### Routed metal, one color a layer

Only two layers are drawn.
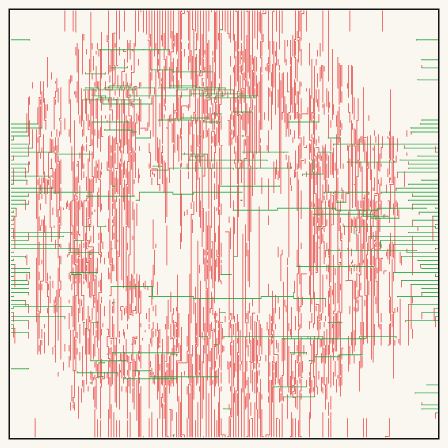
### Clock nets

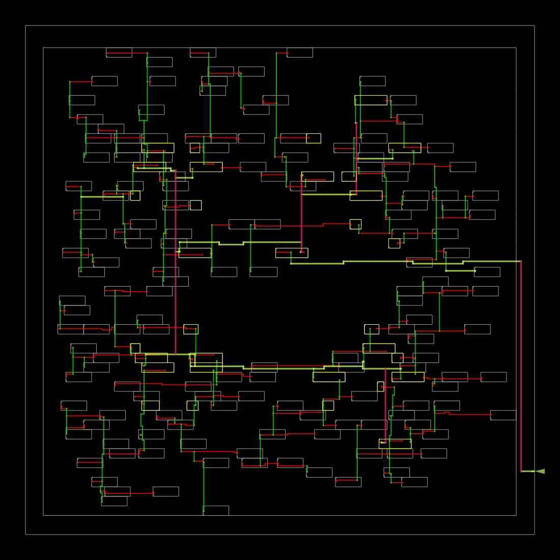
===== config.mk =====
export PLATFORM = sky130hd
export DESIGN_NAME = cp0_regfile_flat
export DESIGN_NICKNAME = d
export VERILOG_FILES = /design/src/rtl/cp0_regfile_if.sv /design/src/rtl/cp0_regfile.sv /design/src/flat_wrapper.sv
export SDC_FILE = /design/constraint.sdc
export NUM_CORES = 1
export LEC_CHECK = 0
export CAP_MARGIN = 20
export CORE_MARGIN = 5
export CORE_UTILIZATION = 42
export DETAILED_ROUTE_END_ITERATION = 7
export PLACE_DENSITY = 0.77
export SYNTH_ARGS = -nofsm -noshare
export SYNTH_HDL_FRONTEND = slang
export SYNTH_SLANG_ARGS = --single-unit

===== constraint.sdc =====
create_clock -name clk -period 2.17 [get_ports clk]
set_clock_uncertainty 0.1 [all_clocks]
set_input_delay 0.434 -clock clk [delete_from_list [all_inputs] [get_ports clk]]
set_output_delay 0.434 -clock clk [all_outputs]
set_load 0.01 [all_outputs]

===== src/rtl/cp0_regfile_if.sv =====
// CP0 register file bus: MTC0/MFC0 access, exception commit,
// interrupt lines and register feedback toward the pipeline.
interface cp0_regfile_if;
   logic        mtc0_we;
   logic [4:0]  cp0_waddr;
   logic [31:0] cp0_wdata;
   logic [4:0]  cp0_raddr;
   logic [31:0] cp0_rdata;
   logic        has_exp;
   logic        exp_clean;
   logic        exp_is_in_delayslot;
   logic [31:0] cp0_epc_in;
   logic        wen_badaddress;
   logic [31:0] cp0_badaddress_in;
   logic [4:0]  cp0_cause_code;
   logic [5:0]  ext_int;
   logic [31:0] cp0_status;
   logic [31:0] cp0_cause;
   logic [31:0] cp0_epc_out;
   logic        status_exl;
   logic        int_pending;

   modport master (
      output mtc0_we, cp0_waddr, cp0_wdata, cp0_raddr,
      output has_exp, exp_clean, exp_is_in_delayslot,
      output cp0_epc_in, wen_badaddress, cp0_badaddress_in,
      output cp0_cause_code, ext_int,
      input  cp0_rdata, cp0_status, cp0_cause,
      input  cp0_epc_out, status_exl, int_pending
   );

   modport slave (
      input  mtc0_we, cp0_waddr, cp0_wdata, cp0_raddr,
      input  has_exp, exp_clean, exp_is_in_delayslot,
      input  cp0_epc_in, wen_badaddress, cp0_badaddress_in,
      input  cp0_cause_code, ext_int,
      output cp0_rdata, cp0_status, cp0_cause,
      output cp0_epc_out, status_exl, int_pending
   );
endinterface


===== src/rtl/cp0_regfile.sv =====
// Coprocessor-0 register file: Status/Cause/EPC/BadVAddr/Count/Compare.
// Define CP0_TIMER_INT_EN to enable the Count==Compare timer interrupt (TI).
module cp0_regfile #(
   parameter int COUNT_DIV = 2,
   parameter bit RESET_BEV = 1'b1
) (
   input logic         clk,
   input logic         resetn,
   cp0_regfile_if.slave bus
);

   localparam logic [3:0] DIV_MAX = 4'(COUNT_DIV - 1);

   logic [7:0]  im;
   logic        exl;
   logic        ie;
   logic        bd;
   logic        ti;
   logic [5:0]  ip_ext;
   logic [1:0]  ip_sw;
   logic [4:0]  exc_code;
   logic [31:0] epc;
   logic [31:0] badvaddr;
   logic [31:0] count;
   logic [31:0] compare;
   logic [3:0]  div_cnt;

   logic exc;
   logic eret;
   logic wr;
   logic tick;
   logic [31:0] status;
   logic [31:0] cause;

   assign exc  = bus.has_exp & ~bus.exp_clean;
   assign eret = bus.has_exp & bus.exp_clean;
   assign wr   = bus.mtc0_we & ~bus.has_exp;
   assign tick = (div_cnt == DIV_MAX);

   assign status = {9'b0, RESET_BEV, 6'b0, im, 6'b0, exl, ie};
   assign cause  = {bd, ti, 14'b0, ip_ext[5] | ti, ip_ext[4:0],
                    ip_sw, 1'b0, exc_code, 2'b0};

   // Exception/ERET commit has priority over MTC0 to Status/Cause/EPC/Compare.
   always_ff @(posedge clk) begin
      if (!resetn) begin
         im       <= 8'd0;
         exl      <= 1'b0;
         ie       <= 1'b0;
         bd       <= 1'b0;
         ip_ext   <= 6'd0;
         ip_sw    <= 2'd0;
         exc_code <= 5'd0;
         epc      <= 32'd0;
         badvaddr <= 32'd0;
         compare  <= 32'd0;
      end else begin
         ip_ext <= bus.ext_int;
         if (exc) begin
            exc_code <= bus.cp0_cause_code;
            exl      <= 1'b1;
            if (!exl) begin
               epc <= bus.cp0_epc_in;
               bd  <= bus.exp_is_in_delayslot;
            end
            if (bus.wen_badaddress)
               badvaddr <= bus.cp0_badaddress_in;
         end else if (eret) begin
            exl <= 1'b0;
         end else if (wr) begin
            case (bus.cp0_waddr)
               5'd11: compare <= bus.cp0_wdata;
               5'd12: begin
                  im  <= bus.cp0_wdata[15:8];
                  exl <= bus.cp0_wdata[1];
                  ie  <= bus.cp0_wdata[0];
               end
               5'd13: ip_sw <= bus.cp0_wdata[9:8];
               5'd14: epc   <= bus.cp0_wdata;
               default: ;
            endcase
         end
      end
   end

   // Count advances once per COUNT_DIV cycles; an MTC0 load restarts the divider.
   always_ff @(posedge clk) begin
      if (!resetn) begin
         count   <= 32'd0;
         div_cnt <= 4'd0;
      end else if (wr && bus.cp0_waddr == 5'd9) begin
         count   <= bus.cp0_wdata;
         div_cnt <= 4'd0;
      end else if (tick) begin
         count   <= count + 32'd1;
         div_cnt <= 4'd0;
      end else begin
         div_cnt <= div_cnt + 4'd1;
      end
   end

`ifdef CP0_TIMER_INT_EN
   // TI latches on a Count/Compare match; a Compare write clears it and wins.
   always_ff @(posedge clk) begin
      if (!resetn)
         ti <= 1'b0;
      else if (wr && bus.cp0_waddr == 5'd11)
         ti <= 1'b0;
      else if (count == compare)
         ti <= 1'b1;
   end
`else
   assign ti = 1'b0;
`endif

   // MFC0 read mux; unimplemented registers read zero.
   always_comb begin
      bus.cp0_rdata = 32'd0;
      case (bus.cp0_raddr)
         5'd8:  bus.cp0_rdata = badvaddr;
         5'd9:  bus.cp0_rdata = count;
         5'd11: bus.cp0_rdata = compare;
         5'd12: bus.cp0_rdata = status;
         5'd13: bus.cp0_rdata = cause;
         5'd14: bus.cp0_rdata = epc;
         default: bus.cp0_rdata = 32'd0;
      endcase
   end

   assign bus.cp0_status  = status;
   assign bus.cp0_cause   = cause;
   assign bus.cp0_epc_out = epc;
   assign bus.status_exl  = exl;
   assign bus.int_pending = ie & ~exl & |(cause[15:8] & im);

endmodule


===== src/flat_wrapper.sv =====
// flat-port wrapper written by rule: the top's interface ports become plain ports
module cp0_regfile_flat 
#(
   parameter int COUNT_DIV = 2,
   parameter bit RESET_BEV = 1'b1
)
  (clk, resetn, bus_mtc0_we, bus_cp0_waddr, bus_cp0_wdata, bus_cp0_raddr, bus_has_exp, bus_exp_clean, bus_exp_is_in_delayslot, bus_cp0_epc_in, bus_wen_badaddress, bus_cp0_badaddress_in, bus_cp0_cause_code, bus_ext_int, bus_cp0_rdata, bus_cp0_status, bus_cp0_cause, bus_cp0_epc_out, bus_status_exl, bus_int_pending);
  cp0_regfile_if bus_i ();
  input logic clk;
  input logic resetn;
  input wire logic [$bits(bus_i.mtc0_we)-1:0] bus_mtc0_we;
  input wire logic [$bits(bus_i.cp0_waddr)-1:0] bus_cp0_waddr;
  input wire logic [$bits(bus_i.cp0_wdata)-1:0] bus_cp0_wdata;
  input wire logic [$bits(bus_i.cp0_raddr)-1:0] bus_cp0_raddr;
  input wire logic [$bits(bus_i.has_exp)-1:0] bus_has_exp;
  input wire logic [$bits(bus_i.exp_clean)-1:0] bus_exp_clean;
  input wire logic [$bits(bus_i.exp_is_in_delayslot)-1:0] bus_exp_is_in_delayslot;
  input wire logic [$bits(bus_i.cp0_epc_in)-1:0] bus_cp0_epc_in;
  input wire logic [$bits(bus_i.wen_badaddress)-1:0] bus_wen_badaddress;
  input wire logic [$bits(bus_i.cp0_badaddress_in)-1:0] bus_cp0_badaddress_in;
  input wire logic [$bits(bus_i.cp0_cause_code)-1:0] bus_cp0_cause_code;
  input wire logic [$bits(bus_i.ext_int)-1:0] bus_ext_int;
  output wire logic [$bits(bus_i.cp0_rdata)-1:0] bus_cp0_rdata;
  output wire logic [$bits(bus_i.cp0_status)-1:0] bus_cp0_status;
  output wire logic [$bits(bus_i.cp0_cause)-1:0] bus_cp0_cause;
  output wire logic [$bits(bus_i.cp0_epc_out)-1:0] bus_cp0_epc_out;
  output wire logic [$bits(bus_i.status_exl)-1:0] bus_status_exl;
  output wire logic [$bits(bus_i.int_pending)-1:0] bus_int_pending;
  assign bus_i.mtc0_we = bus_mtc0_we;
  assign bus_i.cp0_waddr = bus_cp0_waddr;
  assign bus_i.cp0_wdata = bus_cp0_wdata;
  assign bus_i.cp0_raddr = bus_cp0_raddr;
  assign bus_i.has_exp = bus_has_exp;
  assign bus_i.exp_clean = bus_exp_clean;
  assign bus_i.exp_is_in_delayslot = bus_exp_is_in_delayslot;
  assign bus_i.cp0_epc_in = bus_cp0_epc_in;
  assign bus_i.wen_badaddress = bus_wen_badaddress;
  assign bus_i.cp0_badaddress_in = bus_cp0_badaddress_in;
  assign bus_i.cp0_cause_code = bus_cp0_cause_code;
  assign bus_i.ext_int = bus_ext_int;
  assign bus_cp0_rdata = bus_i.cp0_rdata;
  assign bus_cp0_status = bus_i.cp0_status;
  assign bus_cp0_cause = bus_i.cp0_cause;
  assign bus_cp0_epc_out = bus_i.cp0_epc_out;
  assign bus_status_exl = bus_i.status_exl;
  assign bus_int_pending = bus_i.int_pending;
  cp0_regfile #(.COUNT_DIV(COUNT_DIV), .RESET_BEV(RESET_BEV)) u_core (.clk(clk), .resetn(resetn), .bus(bus_i));
endmodule

==> run summary <==
Internal reg-to-reg setup slack: 0.15 ns
Total core area: 18000 um^2
Sw frac: 27.5%
Seq power: 3.04 mW
Crit path kind: primary input to output pin
Peak Freq: 423 MHz
Clock power share: 41.7%
Final Instance Area: 11200 um^2
Crit path depth: 9
Placed inst area: 10200 um^2
Synth Area in XOR/XNOR: 3.66%
Final Hold Vio Count: 0
Critical Path Sink Type: output pin
Max IR drop VDD: 564 uV
Leak pwr: 4.14 nW
Antenna-violating nets left: 0
Top Layout Cells: nand2_1, clkdlybuf4s50_1, dfxtp_1
DRT Pass-1 Iters: 7
Tool Warnings: 29
Share of power burned in registers: 43.9%
Synthesized area: 7660 um^2
# Cells Yosys: 949
Start point of the worst hold path: u_core.compare[23]
Vias in the first global route: 7889
Adder Area Share: 0.490%
Max incr delay on CP: 0.44 ns
GRT met3 Usage: 5.58%
Worst R2R End: u_core.count[31]
CP endpoint: bus_cp0_rdata[22]
Synthesized area per cell: 8.07 um^2
CTS tree: built
Count leader, synth: nand2_1
Post-CTS sizing: 190
Final setup vio count: 32
Ys flops: 156
CP cell instances: buf_6 > or3b_4 > nor3_4 > buf_6 > buf_6 > buf_6 > a222oi_1 > nand2_1 > buf_2
Crit Path Max Fanout: 4
PD cells: 620 nW/um^2
Chip width: 145 um
P_sw: 1.91 mW
Failing checks: setup timing
Post-CTS Hold Fix Bufs: 0
HPWL Detailed: 18500 um
Layout cells sized above 1: 18.1%
Port buffer count: 213
Uppermost layer routed: met4
CP Launch Type: primary input
Setup TNS: -4.21 ns
Setup Fix Bufs, Post-CTS: 14
Worst EP arrival: 1.83 ns
Tmin final: 2.37 ns
Die height: 145 um
Routed wl met2: 14000 um
Status: finished with violations
Buffer and inverter count on the worst path: 5
First-pass GRT wire length: 42900 um
Final setup margin: -0.196 ns
Synth Area in Simple Gates: 22.0%
R2R depth: 6
Vias per cell: 5.51
Crit path launch: bus_cp0_raddr[2]
Global route overflow: 0
Ys async rst share: 0%
Routability cong.: 0.786
Class of the worst hold path: register to register
EDFF count, synth: 0
Notes on 'Routed metal, one color a layer' above:
legend:
  red:
    layer: metal 2
    wire_length: 14000 um
  green:
    layer: metal 3
    wire_length: 1970 um
Routed wire per std cell: 19.3 um
Total GRT Usage: 25.2%
Total Routed Length: 27600 um
via count: 7881

Notes on 'Clock nets' above:
CTS sink count: 156
power in the clock group: 2.89 mW
clk_lat worst skew: 0.43 ns
final-layout clock buffer total: 18

## stage by stage
step | std cells | setup WS (ns) | hold WS (ns)
after floorplan | 987 | 0.0150 | 0.336
final | 1431 | -0.196 | 0.356
after global placement | 1378 | -0.964 | 0.341
after CTS | 1428 | -0.205 | 0.358
after detailed placement | 1378 | -0.986 | 0.349
after global routing | 1431 | -0.239 | 0.374
## area by class of cell
class / instances / area [um^2] / share of cell area (%)
Inverter: 7 / 28.8 / 0.258
Sequential cell: 156 / 3120 / 28.0
Clock inverter: 14 / 125 / 1.12
Multi-Input combinational cell: 714 / 4220 / 37.8
Timing Repair Buffer: 292 / 2950 / 26.4
Tap cell: 229 / 287 / 2.56
Clock buffer: 18 / 439 / 3.93
Antenna cell: 1 / 2.50 / 0.0224
Power and IR drop assume default switching activity.
